**Run 1: close-up of the layout**

Bar = 20 µm. Window x 34 to 84, y 58 to 108 µm. Cells in grey, sequential cells in the stronger grey; small squares are vias.
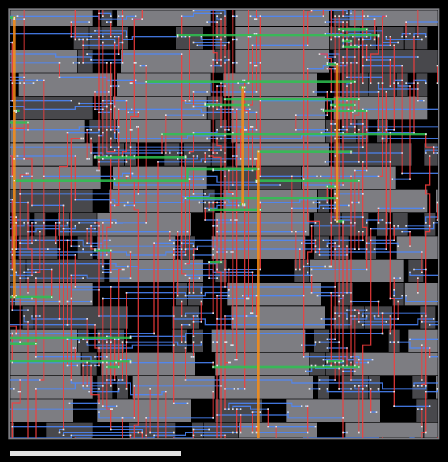
**Run 1: M1 wires**

Bar = 20 µm.
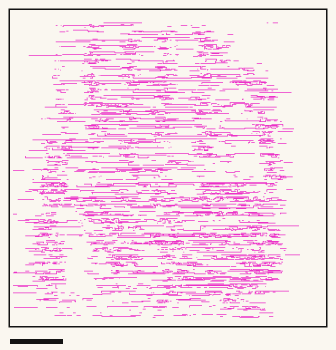
**Run 1: where the registers sit**

Bar = 20 µm. Other sequential cells in the stronger grey, the rest of the logic in the fainter grey.
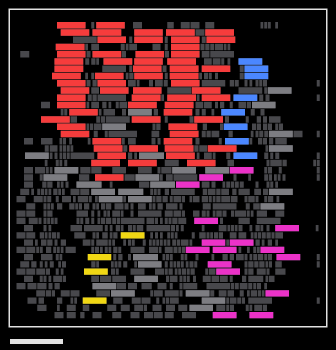
<file path="config.mk">
export PLATFORM = sky130hd
export DESIGN_NAME = mmio_uart_tx
export DESIGN_NICKNAME = d
export VERILOG_FILES = /design/src/rtl/mmio_uart_pkg.sv /design/src/rtl/mmio_fifo.sv /design/src/rtl/mmio_uart_tx.sv
export SDC_FILE = /design/constraint.sdc
export NUM_CORES = 1
export LEC_CHECK = 0
export ABC_AREA = 1
export CAP_MARGIN = 20
export CORE_MARGIN = 2
export CORE_UTILIZATION = 50
export CTS_CLUSTER_SIZE = 25
export DETAILED_ROUTE_END_ITERATION = 6
export PLACE_DENSITY = 0.75
export SYNTH_ARGS = -nofsm -noshare
export SYNTH_HDL_FRONTEND = slang
export SYNTH_SLANG_ARGS = --single-unit
export TNS_END_PERCENT = 50
</file>
<file path="constraint.sdc">
create_clock -name clk -period 6.93 [get_ports clk]
set_clock_uncertainty 0.1 [all_clocks]
set_input_delay 1.7325 -clock clk [delete_from_list [all_inputs] [get_ports clk]]
set_output_delay 1.7325 -clock clk [all_outputs]
set_load 0.02 [all_outputs]
</file>
<file path="src/rtl/mmio_uart_pkg.sv">
// Shared register map, STATUS bit positions and TX state encoding for the MMIO UART transmitter.
package mmio_uart_pkg;

   localparam logic [1:0] OFS_DATA   = 2'd0;
   localparam logic [1:0] OFS_STATUS = 2'd1;
   localparam logic [1:0] OFS_DIV    = 2'd2;

   localparam int ST_BUSY      = 0;
   localparam int ST_FULL      = 1;
   localparam int ST_EMPTY     = 2;
   localparam int ST_OVERFLOW  = 3;
   localparam int ST_COUNT_LSB = 8;

   typedef enum logic [2:0] {
      IDLE   = 3'd0,
      START  = 3'd1,
      DATA   = 3'd2,
      PARITY = 3'd3,
      STOP   = 3'd4
   } tx_state_t;

   // A divisor of 0 or 1 both mean one clock per bit.
   function automatic logic [15:0] effDiv(input logic [15:0] div);
      return (div < 16'd2) ? 16'd1 : div;
   endfunction

endpackage

</file>
<file path="src/rtl/mmio_fifo.sv">
// DEPTH x 8 circular FIFO; a push into a full FIFO is accepted only when a pop happens on the same edge.
module mmio_fifo #(
   parameter int DEPTH = 8
) (
   input  logic                       clk_i,
   input  logic                       rst_ni,
   input  logic                       push_i,
   input  logic                       pop_i,
   input  logic [7:0]                 wdata_i,
   output logic [7:0]                 rdata_o,
   output logic                       full_o,
   output logic                       empty_o,
   output logic                       drop_o,
   output logic [$clog2(DEPTH):0]     count_o
);

   localparam int AW = $clog2(DEPTH);
   localparam logic [AW:0]   FULL_CNT = (AW+1)'(DEPTH);
   localparam logic [AW:0]   CNT_ONE  = (AW+1)'(1);
   localparam logic [AW-1:0] PTR_ONE  = AW'(1);

   logic [7:0]    mem_q [DEPTH];
   logic [AW-1:0] wrPtr_q, wrPtr_d;
   logic [AW-1:0] rdPtr_q, rdPtr_d;
   logic [AW:0]   count_q, count_d;
   logic          doPush, doPop;

   assign full_o  = (count_q == FULL_CNT);
   assign empty_o = (count_q == '0);
   assign count_o = count_q;
   assign rdata_o = mem_q[rdPtr_q];

   assign doPop  = pop_i && !empty_o;
   assign doPush = push_i && (!full_o || doPop);
   assign drop_o = push_i && !doPush;

   always_comb begin
      wrPtr_d = doPush ? wrPtr_q + PTR_ONE : wrPtr_q;
      rdPtr_d = doPop  ? rdPtr_q + PTR_ONE : rdPtr_q;
      case ({doPush, doPop})
         2'b10:   count_d = count_q + CNT_ONE;
         2'b01:   count_d = count_q - CNT_ONE;
         default: count_d = count_q;
      endcase
   end

   always_ff @(posedge clk_i or negedge rst_ni) begin
      if (!rst_ni) begin
         wrPtr_q <= '0;
         rdPtr_q <= '0;
         count_q <= '0;
      end else begin
         wrPtr_q <= wrPtr_d;
         rdPtr_q <= rdPtr_d;
         count_q <= count_d;
      end
   end

   always_ff @(posedge clk_i) begin
      if (doPush) begin
         mem_q[wrPtr_q] <= wdata_i;
      end
   end

endmodule

</file>
<file path="src/rtl/mmio_uart_tx.sv">
// Memory-mapped UART transmitter: DATA/STATUS/DIV register window, byte FIFO and 8N1 serialiser.
// Define UART_TX_PARITY_EN to append an even-parity bit (8E1 frames).
module mmio_uart_tx
   import mmio_uart_pkg::*;
#(
   parameter logic [31:0] BASE_ADDR = 32'h0000_1000,
   parameter int          DEPTH     = 8,
   parameter logic [15:0] DIV_RESET = 16'd434
) (
   input  logic        clk,
   input  logic        reset,
   input  logic        enable,
   input  logic [31:0] mem_addr,
   input  logic        mem_wr,
   input  logic [31:0] mem_writedata,
   output logic [31:0] mem_readdata,
   output logic        hit,
   output logic        txd,
   output logic        irq_empty
);

   localparam int CW = $clog2(DEPTH) + 1;
`ifdef UART_TX_PARITY_EN
   localparam logic PAR_FEATURE = 1'b1;
`else
   localparam logic PAR_FEATURE = 1'b0;
`endif

   tx_state_t      state_q, state_d;
   logic [15:0]    cnt_q, cnt_d;
   logic [2:0]     bitIdx_q, bitIdx_d;
   logic [7:0]     txByte_q, txByte_d;
   logic [15:0]    div_q, div_d;
   logic           overflow_q, overflow_d;

   logic [31:0]    offset;
   logic [1:0]     regSel;
   logic           wrEn, pushReq, busy, tick;
   logic [15:0]    bitPeriod;
   logic           fifoPop, fifoFull, fifoEmpty, fifoDrop;
   logic [7:0]     fifoRdata;
   logic [CW-1:0]  fifoCount;
   logic [31:0]    statusWord;
   logic           unusedWdata;

   assign unusedWdata = ^mem_writedata[31:16];

   // Subtracting the base keeps the decode correct for any word-aligned BASE_ADDR.
   assign offset  = mem_addr - BASE_ADDR;
   assign hit     = (offset < 32'd12) && (offset[1:0] == 2'b00);
   assign regSel  = offset[3:2];
   assign wrEn    = mem_wr && enable && hit;
   assign pushReq = wrEn && (regSel == OFS_DATA);

   mmio_fifo #(.DEPTH(DEPTH)) uFifo (
      .clk_i   (clk),
      .rst_ni  (reset),
      .push_i  (pushReq),
      .pop_i   (fifoPop),
      .wdata_i (mem_writedata[7:0]),
      .rdata_o (fifoRdata),
      .full_o  (fifoFull),
      .empty_o (fifoEmpty),
      .drop_o  (fifoDrop),
      .count_o (fifoCount)
   );

   always_comb begin
      div_d      = div_q;
      overflow_d = overflow_q;
      if (wrEn && (regSel == OFS_DIV)) begin
         div_d = mem_writedata[15:0];
      end
      if (wrEn && (regSel == OFS_STATUS)) begin
         overflow_d = 1'b0;
      end else if (fifoDrop) begin
         overflow_d = 1'b1;
      end
   end

   always_comb begin
      statusWord                          = '0;
      statusWord[ST_BUSY]                 = busy;
      statusWord[ST_FULL]                 = fifoFull;
      statusWord[ST_EMPTY]                = fifoEmpty;
      statusWord[ST_OVERFLOW]             = overflow_q;
      statusWord[ST_COUNT_LSB +: CW]      = fifoCount;
      mem_readdata = '0;
      if (hit) begin
         case (regSel)
            OFS_STATUS: mem_readdata = statusWord;
            OFS_DIV:    mem_readdata = {15'd0, PAR_FEATURE, div_q};
            default:    mem_readdata = '0;
         endcase
      end
   end

   always_ff @(posedge clk or negedge reset) begin
      if (!reset) begin
         state_q    <= IDLE;
         cnt_q      <= '0;
         bitIdx_q   <= '0;
         txByte_q   <= '0;
         div_q      <= DIV_RESET;
         overflow_q <= 1'b0;
      end else begin
         state_q    <= state_d;
         cnt_q      <= cnt_d;
         bitIdx_q   <= bitIdx_d;
         txByte_q   <= txByte_d;
         div_q      <= div_d;
         overflow_q <= overflow_d;
      end
   end

   assign tick      = (cnt_q == 16'd0);
   assign bitPeriod = effDiv(div_q) - 16'd1;

   // The baud counter reloads from the live DIV on every bit boundary, so DIV writes land on the next bit.
   always_comb begin
      state_d  = state_q;
      cnt_d    = cnt_q;
      bitIdx_d = bitIdx_q;
      txByte_d = txByte_q;
      fifoPop  = 1'b0;
      if (state_q != IDLE) begin
         cnt_d = tick ? bitPeriod : cnt_q - 16'd1;
      end
      case (state_q)
         IDLE: begin
            if (!fifoEmpty) begin
               state_d  = START;
               fifoPop  = 1'b1;
               txByte_d = fifoRdata;
               cnt_d    = bitPeriod;
            end
         end
         START: begin
            if (tick) begin
               state_d  = DATA;
               bitIdx_d = 3'd0;
            end
         end
         DATA: begin
            if (tick) begin
               bitIdx_d = bitIdx_q + 3'd1;
               if (bitIdx_q == 3'd7) begin
`ifdef UART_TX_PARITY_EN
                  state_d = PARITY;
`else
                  state_d = STOP;
`endif
               end
            end
         end
         PARITY: begin
            if (tick) begin
               state_d = STOP;
            end
         end
         STOP: begin
            if (tick) begin
               if (!fifoEmpty) begin
                  state_d  = START;
                  fifoPop  = 1'b1;
                  txByte_d = fifoRdata;
               end else begin
                  state_d = IDLE;
               end
            end
         end
         default: state_d = IDLE;
      endcase
   end

   always_comb begin
      txd = 1'b1;
      case (state_q)
         START:  txd = 1'b0;
         DATA:   txd = txByte_q[bitIdx_q];
`ifdef UART_TX_PARITY_EN
         PARITY: txd = ^txByte_q;
`endif
         default: txd = 1'b1;
      endcase
   end

   assign busy      = (state_q != IDLE);
   assign irq_empty = fifoEmpty && !busy;

endmodule

</file>
==> impl_metrics.toml, run 1 <==
# synthesis and place-and-route metrics
[critical_path]
destination_of_the_worst_register_to_register_timing_path = "uFifo.mem_q[0][0]"
critPathLaunch = "mem_addr[2]"
reg2reg_depth = 12
path_max_fanout = 8
critical_path.endpoint_type = "output port"
crit_family = "buffers and inverters"
timing_worst_setup_path_type = "input pin to output port"
crit_arrival_ps = 4250
reg2reg_from = "cnt_q[0]"
slowest_stage = "clkdlybuf4s50_1"
startpoint_type = "input pin"

[logic_synthesis]
synth.yosys.chip_area_um2 = 6560
yosysWarnings = 0
enable_flop_cells = 64
synth-cells-yosys = 722
synth_top_cell_by_area = "edfxtp_1"
synth_area_um2 = 6560
synth_cell_type_count = 41

[cells_and_area]
signal_buffer_area_fraction = 0.0894
post_route_cells_drive_above_1_share = 0.106
fin_cells = 980
sh_comb_area = 0.343
most-common-layout-cells = "nand2_1, nor2_1, inv_1, clkdlybuf4s50_1, o21ai_0"
antennaDiodeCount = 0
layout.cells.largest_class = "registers"
postLayoutCoreUtil = 0.625

[power]
leakage_uw = 0.00337
power.ir.vdd_worst_mv = 0.164
switching_share = 0.247
total_switching_power_uw = 456
comb_power_share = 0.082

[min_path]
hold_start = "txByte_q[4]"

[routing]
initialDrtViolationCount = 484
met2_length_mm = 7.52
top_layer_used = "met4"
met3RoutedLength_um = 902
ant_nets = 0

[clock_tree]
post_cts_hold_buffer_count = 0
clk_pin_slew_worst_paths_ps = 60
post_cts_buffers = 0
clockRootBuffer = "clkbuf_16"
cts.sink_count = 121
clkLatencyLatePin_ps = 420

[final_timing]
hold_viol = 0
finalMaxSlewViolations = 0
maxSlewHeadroom = 0.269

[floorplan]
row_count = 41
i_o_pins = 103
fp.coreArea_um2 = 12700
chipArea_um2 = 14100

[global_route]
grt_most_used_layer = "met2"
grt_antenna_before_repair = 0
grtUsageMet3 = 0.0541
grtUsageTotal = 0.225

[status]
outcome = "complete, no violations"

[run]
warnings = 45
Back to the opening pictures, 'close-up of the layout':
met4 -> orange
met2 -> red
met3 -> green
met1 -> blue
sequential cells in the window = 49
netlist names of flops here include = uFifo.mem_q (43), uFifo.rdPtr_q (3), div_q (2)
cells with their middle in the window = 144
most frequent = edfxtp_1 (43), o21ai_0 (30), nor2_1 (25)

Back to the opening pictures, 'M1 wires':
main direction = horizontal
nets with wire on the layer = 782
longest straight run = 48.1 µm
wire length on this layer = 6460 µm
share of all routed wire = 43%

Back to the opening pictures, 'where the registers sit':
cnt_q -> magenta  # flops 16
uFifo.count_o -> yellow  # flops 4, where south-west
txByte_q -> blue  # flops 8
uFifo.mem_q -> red  # flops 64
not coloured = 29

## run 1: logic make-up after synthesis
| logic type | count (synthesis) | synth area share |
|---|---|---|
| flops | 121 | 0.511 |
| fa+ha+maj | 13 | 0.0259 |
| mux | 16 | 0.0332 |
| compound gates | 125 | 0.113 |
| buf+inv | 121 | 0.0818 |
| simple gates | 303 | 0.205 |
| other cells | 1 | 0.000571 |
| xor+xnor | 22 | 0.0294 |
## run 1: sequential cells by signal, summed over array words and instances, names as in the netlist
signal and cells:
uFifo.mem_q 64, cnt_q 16, div_q 16, txByte_q 8, uFifo.count_o 4, bitIdx_q 3, state_q 3, uFifo.rdPtr_q 3
uFifo.wrPtr_q 3, overflow_q 1
**Run 1: clock wiring as the flow saved it**

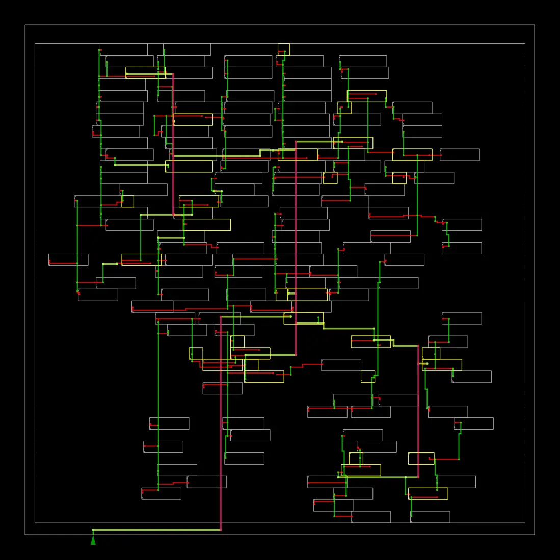

==> run 1 -> run 2 <==
- PLACE_DENSITY: 0.75 -> not set
- PLACE_DENSITY_LB_ADDON: not set -> 0.3
**Run 2: clock wiring as the flow saved it**

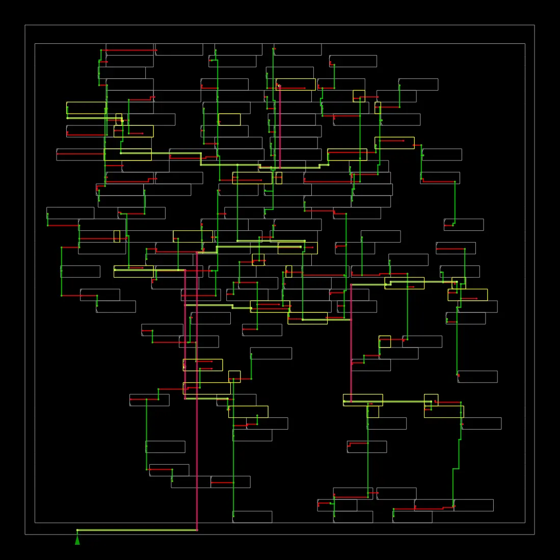
power consumed by the clock network: 847 µW
clock sink count: 121
registers: 121
clock buffers: 20

==> impl_metrics.toml, run 2 <==
# synthesis and place-and-route metrics
[power]
switching_share = 0.232
total_switching_power_uw = 419
leakage_uw = 0.00335
comb_power_share = 0.086

[global_route]
grtUsageTotal = 0.228
grt_most_used_layer = "met2"

[logic_synthesis]
synth_top_cell_by_area = "edfxtp_1"
yosysWarnings = 0
ys_sh_adder = 0.0259
synthMuxAreaShare = 0.0332
post_synth_xor_area_fraction = 0.0294

[critical_path]
reg2reg_depth = 12
reg2reg_from = "cnt_q[0]"
path_max_fanout = 8
startpoint_type = "input pin"
slowest_stage = "clkdlybuf4s50_1"
critical_path.endpoint_type = "output port"

[floorplan]
chipArea_um2 = 14100
row_count = 41
fp.coreArea_um2 = 12700
i_o_pins = 103

[min_path]
hold_start = "txByte_q[4]"

[clock_tree]
clkLatencyLatePin_ps = 420
post_cts_buffers = 0
post_cts_hold_buffer_count = 0

[cells_and_area]
reg.largest.list = "uFifo.mem_q (64), cnt_q (16), div_q (16)"
postLayoutCoreUtil = 0.623
fin_cells = 981
post_route_cells_drive_above_1_share = 0.101

[routing]
met3RoutedLength_mm = 1.03
met2_length_mm = 7.79
ant_nets = 0

[run]
warnings = 45

[status]
outcome = "complete, no violations"

[final_timing]
hold_viol = 0
==> run 2: layout make-up <==
cell class | instances | area (µm²) | area share
clock buffers | 20 | 447 | 0.0564
multi-input cells | 495 | 2730 | 0.345
inverters | 88 | 330 | 0.0417
well taps | 172 | 215 | 0.0272
repair buffers | 73 | 718 | 0.0907
clock inverters | 12 | 126 | 0.0160
flip-flops and latches | 121 | 3350 | 0.424
==> run 2: how the worst max path moves through the flow <==
stage,startpoint,end,slack (ps)
final,mem_addr[20],mem_readdata[2],850
after global routing,mem_addr[23],mem_readdata[9],670
after CTS,mem_addr[2],mem_readdata[2],850
after detailed placement,mem_addr[2],mem_readdata[2],860
after global placement,mem_addr[2],mem_readdata[3],890
after floorplan,mem_addr[2],mem_readdata[10],1870
**Run 2: M1 wires**

Bar = 20 µm.
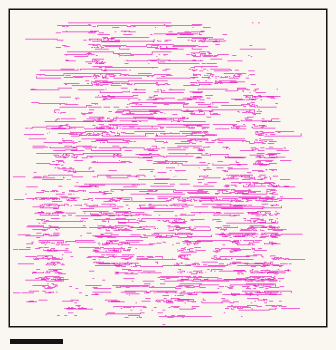

==> run 2 -> run 3 <==
- clock period: 6.93 -> 7.6 ns (I/O delays scaled with it)
**Run 3: M1 wires**

Bar = 20 µm.
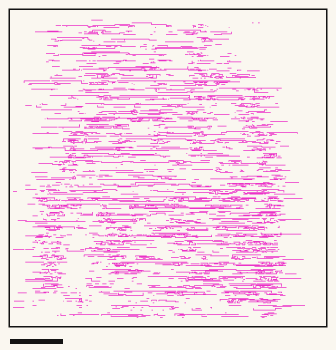
met1 usage: 0.274
number of vias in the routed layout: 5372
total wirelength of the detailed-routed design: 15.6 mm

==> impl_metrics.toml, run 3 <==
# synthesis and place-and-route metrics
[status]
outcome = "complete, no violations"

[logic_synthesis]
yosysWarnings = 0
ys_sh_adder = 0.0259
synthMuxAreaShare = 0.0332
post_synth_xor_area_fraction = 0.0294
synth_top_cell_by_area = "edfxtp_1"

[routing]
ant_nets = 0
met2_length_mm = 7.78
met3RoutedLength_um = 972
drt-vias-per-instance = 5.48

[cells_and_area]
post_route_cells_drive_above_1_share = 0.105
postLayoutCoreUtil = 0.623
reg.largest.list = "uFifo.mem_q (64), cnt_q (16), div_q (16)"

[critical_path]
startpoint_type = "input pin"
critPathLaunch = "mem_addr[14]"
reg2reg_from = "cnt_q[0]"
crit_path_end = "mem_readdata[2]"
path_max_fanout = 8
reg2reg_depth = 12
critical_path.endpoint_type = "output port"

[floorplan]
chipArea_um2 = 14100
i_o_pins = 103
row_count = 41

[power]
power_clock_uw = 782
comb_power_share = 0.084
total_switching_power_uw = 394
powerDensity_nw_per_um2 = 208
leakage_uw = 0.00337
switching_share = 0.239

[final_timing]
hold_viol = 0
maxSlewHeadroom = 0.337
grt_setup_unrepaired = "no"

[clock_tree]
cts.sink_count = 121
post_cts_buffers = 0
post_cts_hold_buffer_count = 0
clkLatencyLatePin_ps = 420

[run]
warnings = 45

[global_route]
grt_most_used_layer = "met2"
grtUsageTotal = 0.225

[min_path]
hold_start = "txByte_q[4]"

[placed_design]
gp_congestion = 0.851
==> run 3: through the flow <==
| stage | hold slack [ps] | std cells | setup slack, ps | instance area [µm²] | power, µW |
|---|---|---|---|---|---|
| after floorplan | 348 | 737 | 2200 | 6620 | 819 |
| after global placement | 367 | 949 | 1230 | 7350 | 875 |
| after detailed placement | 373 | 949 | 1190 | 7350 | 881 |
| after CTS | 386 | 981 | 1190 | 7930 | 1660 |
| after global routing | 422 | 981 | 974 | 7930 | 1700 |
| final | 387 | 981 | 1170 | 7930 | 1650 |
==> run 3: cell type report <==
class | instances | area (µm²)
sequential | 121 | 3350
clock inverter | 14 | 149
fill | 1078 | 4800
clock buffer | 18 | 429
timing repair buffer | 73 | 718
tap | 172 | 215
multi-input combinational | 495 | 2730
inverter | 88 | 330
Power figures rest on the tool's default switching activity, not on a simulated workload.
